<file path="src/rtl/keypad_msg_ctrl.sv">
// Keypad-to-UART message framer: collects ASCII digits from key presses and
// emits STX, the digits in order, then ETX over a valid/ready byte stream.
module keypad_msg_ctrl #(
  parameter int MAX_DIGITS     = 4,
  parameter int TIMEOUT_CYCLES = 50_000_000
) (
  input  logic       clk,
  input  logic       reset,
  input  logic [7:0] key_data,
  input  logic       key_start,
  input  logic       tx_ready,
  output logic [7:0] tx_data,
  output logic       tx_valid,
  output logic       busy,
  output logic [3:0] digit_count,
  output logic       overflow
);

  localparam int             TW         = $clog2(TIMEOUT_CYCLES);
  localparam logic [TW-1:0]  TIMER_LAST = TW'(TIMEOUT_CYCLES - 1);
  localparam logic [3:0]     LAST_DIGIT = 4'(MAX_DIGITS - 1);
  localparam logic [7:0]     STX        = 8'h02;
  localparam logic [7:0]     ETX        = 8'h03;

  typedef enum logic [2:0] {
    S_IDLE,
    S_COLLECT,
    S_SEND_STX,
    S_SEND_DATA,
    S_SEND_ETX
  } state_t;

  state_t        state;
  logic [TW-1:0] timer;
  logic [3:0]    index;
  logic          key_start_d;
  logic [7:0]    digit_buf [16];

  logic digit_press;
  logic accept;
  logic handshake;

  // A press is the rising edge of key_start; only ASCII '0'..'9' counts.
  assign digit_press = key_start && !key_start_d && (key_data >= 8'h30) && (key_data <= 8'h39);
  assign accept      = digit_press && ((state == S_IDLE) || (state == S_COLLECT));
  // A byte transfers on any edge where tx_valid and tx_ready are both high;
  // tx_valid and tx_data hold steady until that edge.
  assign handshake   = tx_valid && tx_ready;

  always_ff @(posedge clk) begin
    if (!reset && accept) begin
      digit_buf[digit_count] <= key_data;
    end
  end

  always_ff @(posedge clk) begin
    if (reset) begin
      state       <= S_IDLE;
      tx_data     <= 8'h00;
      tx_valid    <= 1'b0;
      busy        <= 1'b0;
      digit_count <= 4'd0;
      overflow    <= 1'b0;
      timer       <= '0;
      index       <= 4'd0;
      key_start_d <= 1'b0;
    end else begin
      key_start_d <= key_start;
      case (state)
        S_IDLE, S_COLLECT: begin
          if (accept) begin
            digit_count <= digit_count + 4'd1;
            timer       <= '0;
            if (digit_count == LAST_DIGIT) begin
              state    <= S_SEND_STX;
              tx_data  <= STX;
              tx_valid <= 1'b1;
              busy     <= 1'b1;
            end else begin
              state <= S_COLLECT;
            end
          end else if (state == S_COLLECT) begin
            // An accept on the timeout cycle takes the branch above instead.
            if (timer == TIMER_LAST) begin
              state    <= S_SEND_STX;
              tx_data  <= STX;
              tx_valid <= 1'b1;
              busy     <= 1'b1;
              timer    <= '0;
            end else begin
              timer <= timer + 1'b1;
            end
          end
        end
        S_SEND_STX: begin
          if (handshake) begin
            state   <= S_SEND_DATA;
            index   <= 4'd0;
            tx_data <= digit_buf[0];
          end
        end
        S_SEND_DATA: begin
          if (handshake) begin
            if (index == digit_count - 4'd1) begin
              state   <= S_SEND_ETX;
              tx_data <= ETX;
            end else begin
              index   <= index + 4'd1;
              tx_data <= digit_buf[index + 4'd1];
            end
          end
        end
        S_SEND_ETX: begin
          if (handshake) begin
            state       <= S_IDLE;
            tx_valid    <= 1'b0;
            tx_data     <= 8'h00;
            busy        <= 1'b0;
            digit_count <= 4'd0;
          end
        end
        default: state <= S_IDLE;
      endcase
      // Presses arriving mid-frame are lost; remember that it happened.
      if (digit_press && busy) begin
        overflow <= 1'b1;
      end
    end
  end

endmodule

</file>
<file path="config.mk">
export PLATFORM = sky130hd
export DESIGN_NAME = keypad_msg_ctrl
export DESIGN_NICKNAME = d
export VERILOG_FILES = /design/src/rtl/keypad_msg_ctrl.sv
export SDC_FILE = /design/constraint.sdc
export NUM_CORES = 1
export LEC_CHECK = 0
export ABC_CLOCK_PERIOD_IN_PS = 2550
export CORE_UTILIZATION = 45
export DETAILED_ROUTE_END_ITERATION = 6
export GPL_TIMING_DRIVEN = 0
export SKIP_CTS_REPAIR_TIMING = 1
export SLEW_MARGIN = 10
export SYNTH_ARGS = -nofsm -noshare
export SYNTH_HDL_FRONTEND = slang
export SYNTH_SLANG_ARGS = --single-unit
export TNS_END_PERCENT = 50
</file>
<file path="constraint.sdc">
create_clock -name clk -period 2.55 [get_ports clk]
set_input_delay 0.51 -clock clk [delete_from_list [all_inputs] [get_ports clk]]
set_output_delay 0.51 -clock clk [all_outputs]
set_load 0.02 [all_outputs]
</file>
==> out/metrics.yaml, run 1 <==
status:
  outcome: "finished clean"
setup_path:
  reg2reg_setup_slack_ns: 0.12
  r2r_start: "digit_count[0]"
  cp-startpoint: "reset"
  cp-start-kind: "primary input"
  cp-endpoint: "digit_buf[15][2]"
  endpoint_kind: "flip-flop"
  r2r-end: "state[1]"
  crit_fanout: 10
  critical_path_arrival_ns: 2.55
  cp.required_ns: 2.65
  worstSetupPathType: "in -> reg"
  worstRegToRegCells: 7
final_layout:
  final-clk-cell-share_pct: 6.73
  sh_comb_area_pct: 29.6
  logic_gates: 307
  logic_area_sq_mm: 0.00267
  clkbuf_count: 18
  areaGrowthSynthToFinish_pct: 21.4
  drive_above_1_share_pct: 23.5
  mostFrequentLayoutCell: "edfxtp_1"
  nNetsFinal: 593
  fin_area_sq_mm: 0.00903
  dominant_cells: "flip-flops and latches"
  nonClockBufferCount: 61
  antennaDiodeCount: 0
  ff_latch_area_sq_mm: 0.00480
  fin_cells: 804
  n_all_inverters: 12
yosys:
  most_common_cell: "edfxtp_1"
  topCellsByArea: "edfxtp_1, dfxtp_1, mux4_2"
  synth.top_cell.area_share_pct: 51.7
  syn_area_sq_mm: 0.00744
  synth_flops: 176
  yosys.area.top_type: "edfxtp_1"
  flop_cell: "edfxtp_1"
  synth_cell_type_count: 54
  synthArstFlopShare_pct: 0
  avgSynthCellArea_sq_um: 14.4
  yosysWarnings: 0
  synth_seq_share_pct: 64.6
  synth-edff-count: 128
  synthCells: 517
place:
  gp_congestion: 0.818
  place_ws_ns: -1.95
  post-dp-hpwl_mm: 10.7
  port_buffers: 26
cts:
  clk_pin_slew_ns: 0.07
  cts_tree: "done"
  insertion_delay_ns: 0.43
  cts-root-buf: "clkbuf_16"
  clk_path_buf_depth: 2
  htreeDepth: 4
hold_path:
  hold_depth: 2
  hp-class: "reg -> reg"
  min_delay_worst_endpoint: "overflow"
  hold_start: "overflow"
sta:
  max_freq_mhz: 408
  finClkSkew_ns: 0.00931
  worst_slack_ns: 0.0989
  maxSlewViolCount: 0
  period_used_pct: 96.1
  hold_viol: 0
  relSlewSlack_pct: 50.9
  hold_ws_ns: 0.476
  fin_tns_setup_ns: 0
  fin_crit_ns: 2.45
power_and_ir_drop:
  internal_power_mw: 4.65
  leakagePower_nw: 2.91
  power.share.clock_pct: 44.2
  p_clk_mw: 2.65
  powerComb_uw: 249
  maxPowerGroup: "sequential cells"
  swShare_pct: 22.5
  peakVddDrop_uv: 506
  p_switching_mw: 1.35
  powerDensity_mw_per_mm2: 664
  pg_seq_mw: 3.10
  total_power_mw: 6.00
run:
  cap_violations: 0
  openroad.warnings: 29
global_route:
  antenna_found_initial: 0
  grt_pass1_vias: 4387
  grt_pass1_wl_mm: 24.8
  groute.usage.overall_pct: 20.5
  grt_max_degree: 18
  overflow: 0
floorplanning:
  n_tap_cell: 216
  io-pin-count: 27
  chipArea_sq_mm: 0.0171
  fp_util_pct: 46.5
  die_y_um: 131
  core_sq_mm: 0.0160
  placementRows: 46
routing:
  drc: 0
  dr.pass1.iters: 4
  routed-via-count: 4468
  ant_nets: 0
  initialDrtViolationCount: 332
-- run 1: registers in the layout (all words and copies together) (netlist names) --
signal	flops
overflow	1
timer	26
tx_data	8
state	3
busy	1
digit_count	4
key_start_d	1
index	4
digit_buf	128
-- run 1: metal layers --
layer	track usage [%]	wire, um
met1	27.7	7280
met2	33.2	8220
met3	3.91	654
met4	7.64	241
met5	0	0
-- run 1: cells by family after synthesis --
logic type	count (synthesis)	share of synthesized area [%]
compound gates	45	4.37
fa+ha+maj	6	1.01
flops	176	64.6
buf+inv	34	1.90
mux	47	12.0
xor+xnor	34	4.00
simple gates	175	12.2
-- run 1: critical path, cell delays in order --
cell	delay, ns
clkdlybuf4s50_1	0.48
clkinv_1	0.25
clkbuf_1	0.47
nand2_1	0.42
nor2_4	0.42
Run 1, met1 routing:
Bar = 50 um.
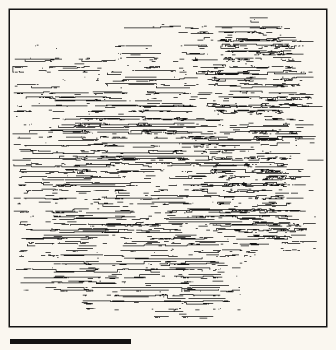
longest straight run = 65.3 um
main direction = horizontal

Run 1, M2 wires:
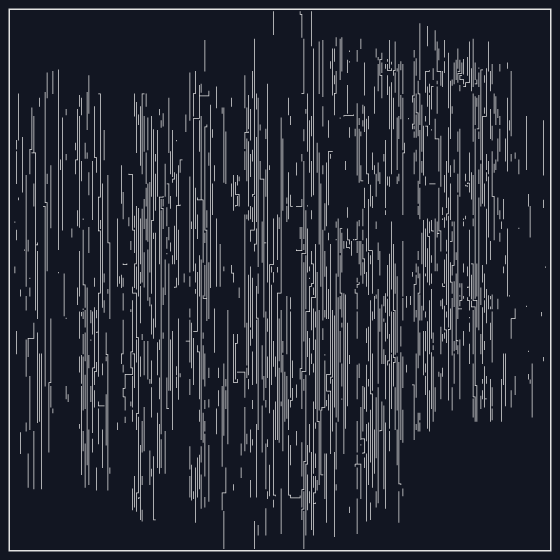
wire length on this layer = 8220 um
nets with wire on the layer = 508
longest straight run = 54.1 um

Run 1, signal wires on met3:
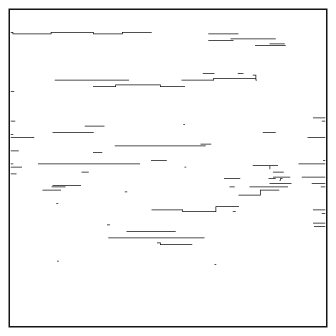
longest straight run = 41.9 um
nets with wire on the layer = 49
wire length on this layer = 654 um
main direction = horizontal
share of all routed wire = 4.0%

--- run 2 (diff from run 1) ---
--- a/config.mk
+++ b/config.mk
@@ -5,10 +5,13 @@
 export SDC_FILE = /design/constraint.sdc
 export NUM_CORES = 1
 export LEC_CHECK = 0
-export ABC_CLOCK_PERIOD_IN_PS = 2550
+export ABC_CLOCK_PERIOD_IN_PS = 3050
+export CELL_PAD_IN_SITES_DETAIL_PLACEMENT = 1
+export CELL_PAD_IN_SITES_GLOBAL_PLACEMENT = 1
 export CORE_UTILIZATION = 45
 export DETAILED_ROUTE_END_ITERATION = 6
 export GPL_TIMING_DRIVEN = 0
+export PLACE_DENSITY_LB_ADDON = 0.1
 export SKIP_CTS_REPAIR_TIMING = 1
 export SLEW_MARGIN = 10
 export SYNTH_ARGS = -nofsm -noshare
==> constraint.sdc (replaced) <==
create_clock -name clk -period 3.05 [get_ports clk]
set_input_delay 0.61 -clock clk [delete_from_list [all_inputs] [get_ports clk]]
set_output_delay 0.61 -clock clk [all_outputs]
set_load 0.02 [all_outputs]
==> run 2 against run 1 <==
  * Power fell by 18%
  * Clock power fell by about 20%
  * Count of clock-buffer cells in the layout fell by 1
  * Die size did not move
  * Register-to-register slack improved by 0.11 ns
  * Synthesized area did not move
  * Clock skew fell by 0.00069 ns
  * Synthesized cell count did not move
==> out/metrics.yaml, run 2 <==
final_layout:
  logic_area_sq_mm: 0.00259  # -3.1%
  reg_top3: "digit_buf (128), timer (26), tx_data (8)"
  antennaDiodeCount: 0  # unchanged
  final-clk-cell-share_pct: 6.67  # -0.059 points
  final_cell_mix: "edfxtp_1, dfxtp_1, nand2_1, nor2_1, mux4_2"
  logic_gates: 307  # unchanged
  regMostFlops: "digit_buf"
  dominant_cells: "flip-flops and latches"
  nFillCells: 1592
  nNetsFinal: 580  # -2.2%
  fin_cells: 791  # -1.6%
  flop-count: 176
  sh_comb_area_pct: 29.9  # +0.38 points
  fin_util_pct: 54.0
  nonClockBufferCount: 48  # -21%
  n_all_inverters: 12  # unchanged
  drive_above_1_share_pct: 19.3  # -4.2 points
  mostFrequentLayoutCell: "edfxtp_1"
  fin_area_sq_mm: 0.00864  # -4.3%
  nonClkBufAreaFrac_pct: 4.17
  areaGrowthSynthToFinish_pct: 16.2
  ff_latch_area_sq_mm: 0.00480  # unchanged
  largest_reg_flops: 128  # unchanged
  sh_seq_area_pct: 55.6
  clkbuf_count: 17  # -1
yosys:
  ys_area_sq_mm: 0.00744
  aoi_share_pct: 4.37  # unchanged
  most_common_cell: "edfxtp_1"
  ys_sh_adder_pct: 1.01  # unchanged
  synth_cell_type_count: 54  # unchanged
  yosysWarnings: 0  # unchanged
  synth_seq_share_pct: 64.6  # unchanged
  yosys.area.top_type: "edfxtp_1"
  topCombFamilyByArea: "simple AND/OR/NAND/NOR gates"
  topCellsByArea: "edfxtp_1, dfxtp_1, mux4_2"
  synthCells: 517  # unchanged
  syn_nets: 535
  top_cells_by_count: "edfxtp_1, nor2_1, dfxtp_1"
  synth.top_cell.area_share_pct: 51.7  # unchanged
  xor_share_pct: 4.00  # unchanged
  ys_cells: 517
  syn_area_sq_mm: 0.00744  # unchanged
  ys_sh_mux_pct: 12.0  # unchanged
  synthArstFlopShare_pct: 0  # unchanged
  flop_cell: "edfxtp_1"
  synth_flops: 176  # unchanged
  avgSynthCellArea_sq_um: 14.4  # unchanged
  simple_gate_area_share_pct: 12.2  # unchanged
  synth-edff-count: 128  # unchanged
place:
  port_buffers: 26  # unchanged
  place_ws_ns: -1.33  # +0.627 ns
  dp.cells: 759
  post-dp-hpwl_mm: 11.7  # +9.6%
  placed_area_sq_mm: 0.00797
  gp_congestion: 0.749  # -8.4%
sta:
  relSlewSlack_pct: 38.6  # -12 points
  finClkSkew_ns: 0.00861  # -0.000692 ns
  fin_crit_ns: 2.87
  rsz0062_at_grt: "no"
  worst_slew_pin_slew_ns: 0.914
  setup_violations: 0
  hold_viol: 0  # unchanged
  period_used_pct: 94.0
  hold_ws_ns: 0.494  # +0.0182 ns
  worst_slack_ns: 0.183  # +0.0839 ns
  max_freq_mhz: 349
  maxSlewViolCount: 0  # unchanged
  fin_tns_setup_ns: 0  # unchanged
global_route:
  top_usage_layer: "met2"
  grt_pass1_wl_mm: 26.4  # +6.1%
  grt_pass1_vias: 4623  # +5.4%
  use_met2_pct: 34.6  # +1.4 points
  antenna_found_initial: 0  # unchanged
  overflow: 0  # unchanged
  groute.usage.overall_pct: 21.7  # +1.2 points
  grt_max_degree: 18  # unchanged
floorplanning:
  core_sq_mm: 0.0160  # unchanged
  chipArea_sq_mm: 0.0171  # unchanged
  placementRows: 46  # unchanged
  fp_util_pct: 46.5  # unchanged
  die_w_um: 131
  die_y_um: 131  # unchanged
  io-pin-count: 27  # unchanged
  n_tap_cell: 216  # unchanged
setup_path:
  cp-start-kind: "primary input"
  endpoint_kind: "flip-flop"
  crit_chain: "clkdlybuf4s50_1 > clkinv_1 > clkbuf_1 > nand2_1 > nor2_1"
  cp_top_family: "buffers and inverters"
  critical_path_arrival_ns: 2.93  # +0.38 ns
  crit_fanout: 10  # unchanged
  worstSetupPathType: "in -> reg"
  cp.required_ns: 3.12  # +0.47 ns
  cp_slowest_stage_delay_ns: 0.77  # +0.29 ns
  crit_slowest_cell: "nor2_1"
  cp_num_buf_inv: 3  # unchanged
routing:
  wl_per_cell_um: 21.5
  ant_nets: 0  # unchanged
  wl_met1_mm: 8.31  # +14%
  avgViaCountPerCell: 5.64
  met3_length_um: 410  # -37%
  dr_wl_met2_mm: 8.01  # -2.7%
  initialDrtViolationCount: 258  # -22%
  dr.pass1.iters: 6  # +2
  drc: 0  # unchanged
  top_layer_used: "met4"
power_and_ir_drop:
  total_power_mw: 4.94  # -18%
  powerDensity_mw_per_mm2: 571  # -14%
  leakagePower_nw: 2.77  # -4.7%
  peakVddDrop_uv: 416  # -18%
cts:
  clk_path_buf_depth: 2  # unchanged
  cts.sink_count: 176
  clk_pin_slew_ns: 0.07  # about the same
  insertion_delay_ns: 0.44  # about the same
  cts_made_buffers: 17
  cts_tree: "done"
  cts-root-buf: "clkbuf_16"
  htreeDepth: 4  # unchanged
run:
  cap_violations: 0  # unchanged
  openroad.warnings: 29  # unchanged
hold_path:
  hp-class: "reg -> reg"
status:
  outcome: "finished clean"
[run 2: final timing paths]
check	start	endpoint	slack (ns)	depth (start not counted)
max reg2reg	index[1]	tx_data[3]	0.23	9
min reg2reg	overflow	overflow	0.49	2
min	overflow	overflow	0.49	2
max	reset	digit_buf[10][2]	0.18	5
[run 2: power breakdown]
part | internal [mW] | switching, mW
Clock | 1.15 | 0.983
Sequential | 2.58 | 0.0148
Combinational | 0.0734 | 0.138
Total | 3.80 | 1.14
[run 2: worst reg2reg max path, cell delays in order (launching register included)]
cell	delay [ns]
dfxtp_1	0.37
ha_1	0.29
clkbuf_1	0.38
buf_2	0.40
clkbuf_2	0.38
mux4_2	0.39
mux2i_1	0.15
nand2_1	0.07
o211ai_1	0.12
o221ai_1	0.13
Run 2, signal wires on met3:
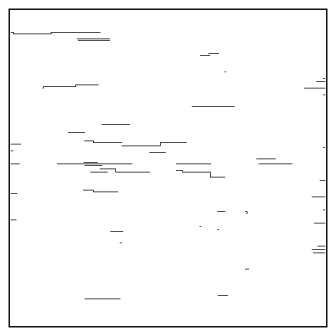
met3 usage: 3.38%
Total Wirelength: 17.0 mm
Vias: 4459

Run 2, M2 wires:
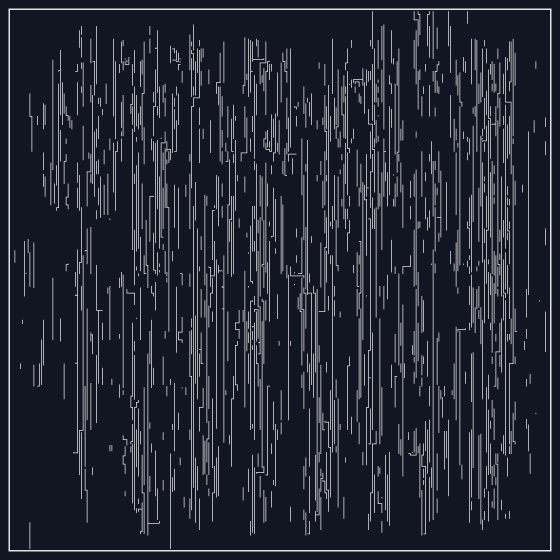
wire length on this layer = 8010 um
share of all routed wire = 47%
longest straight run = 68.0 um

Run 2, met1 routing:
Bar = 50 um.
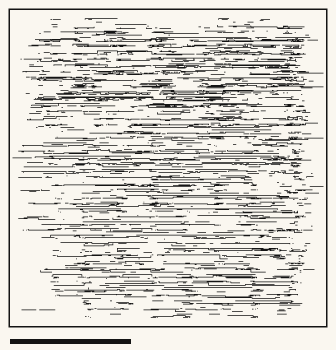
met1 Use GR: 30.4%

Power is estimated from default activity; no workload was simulated.
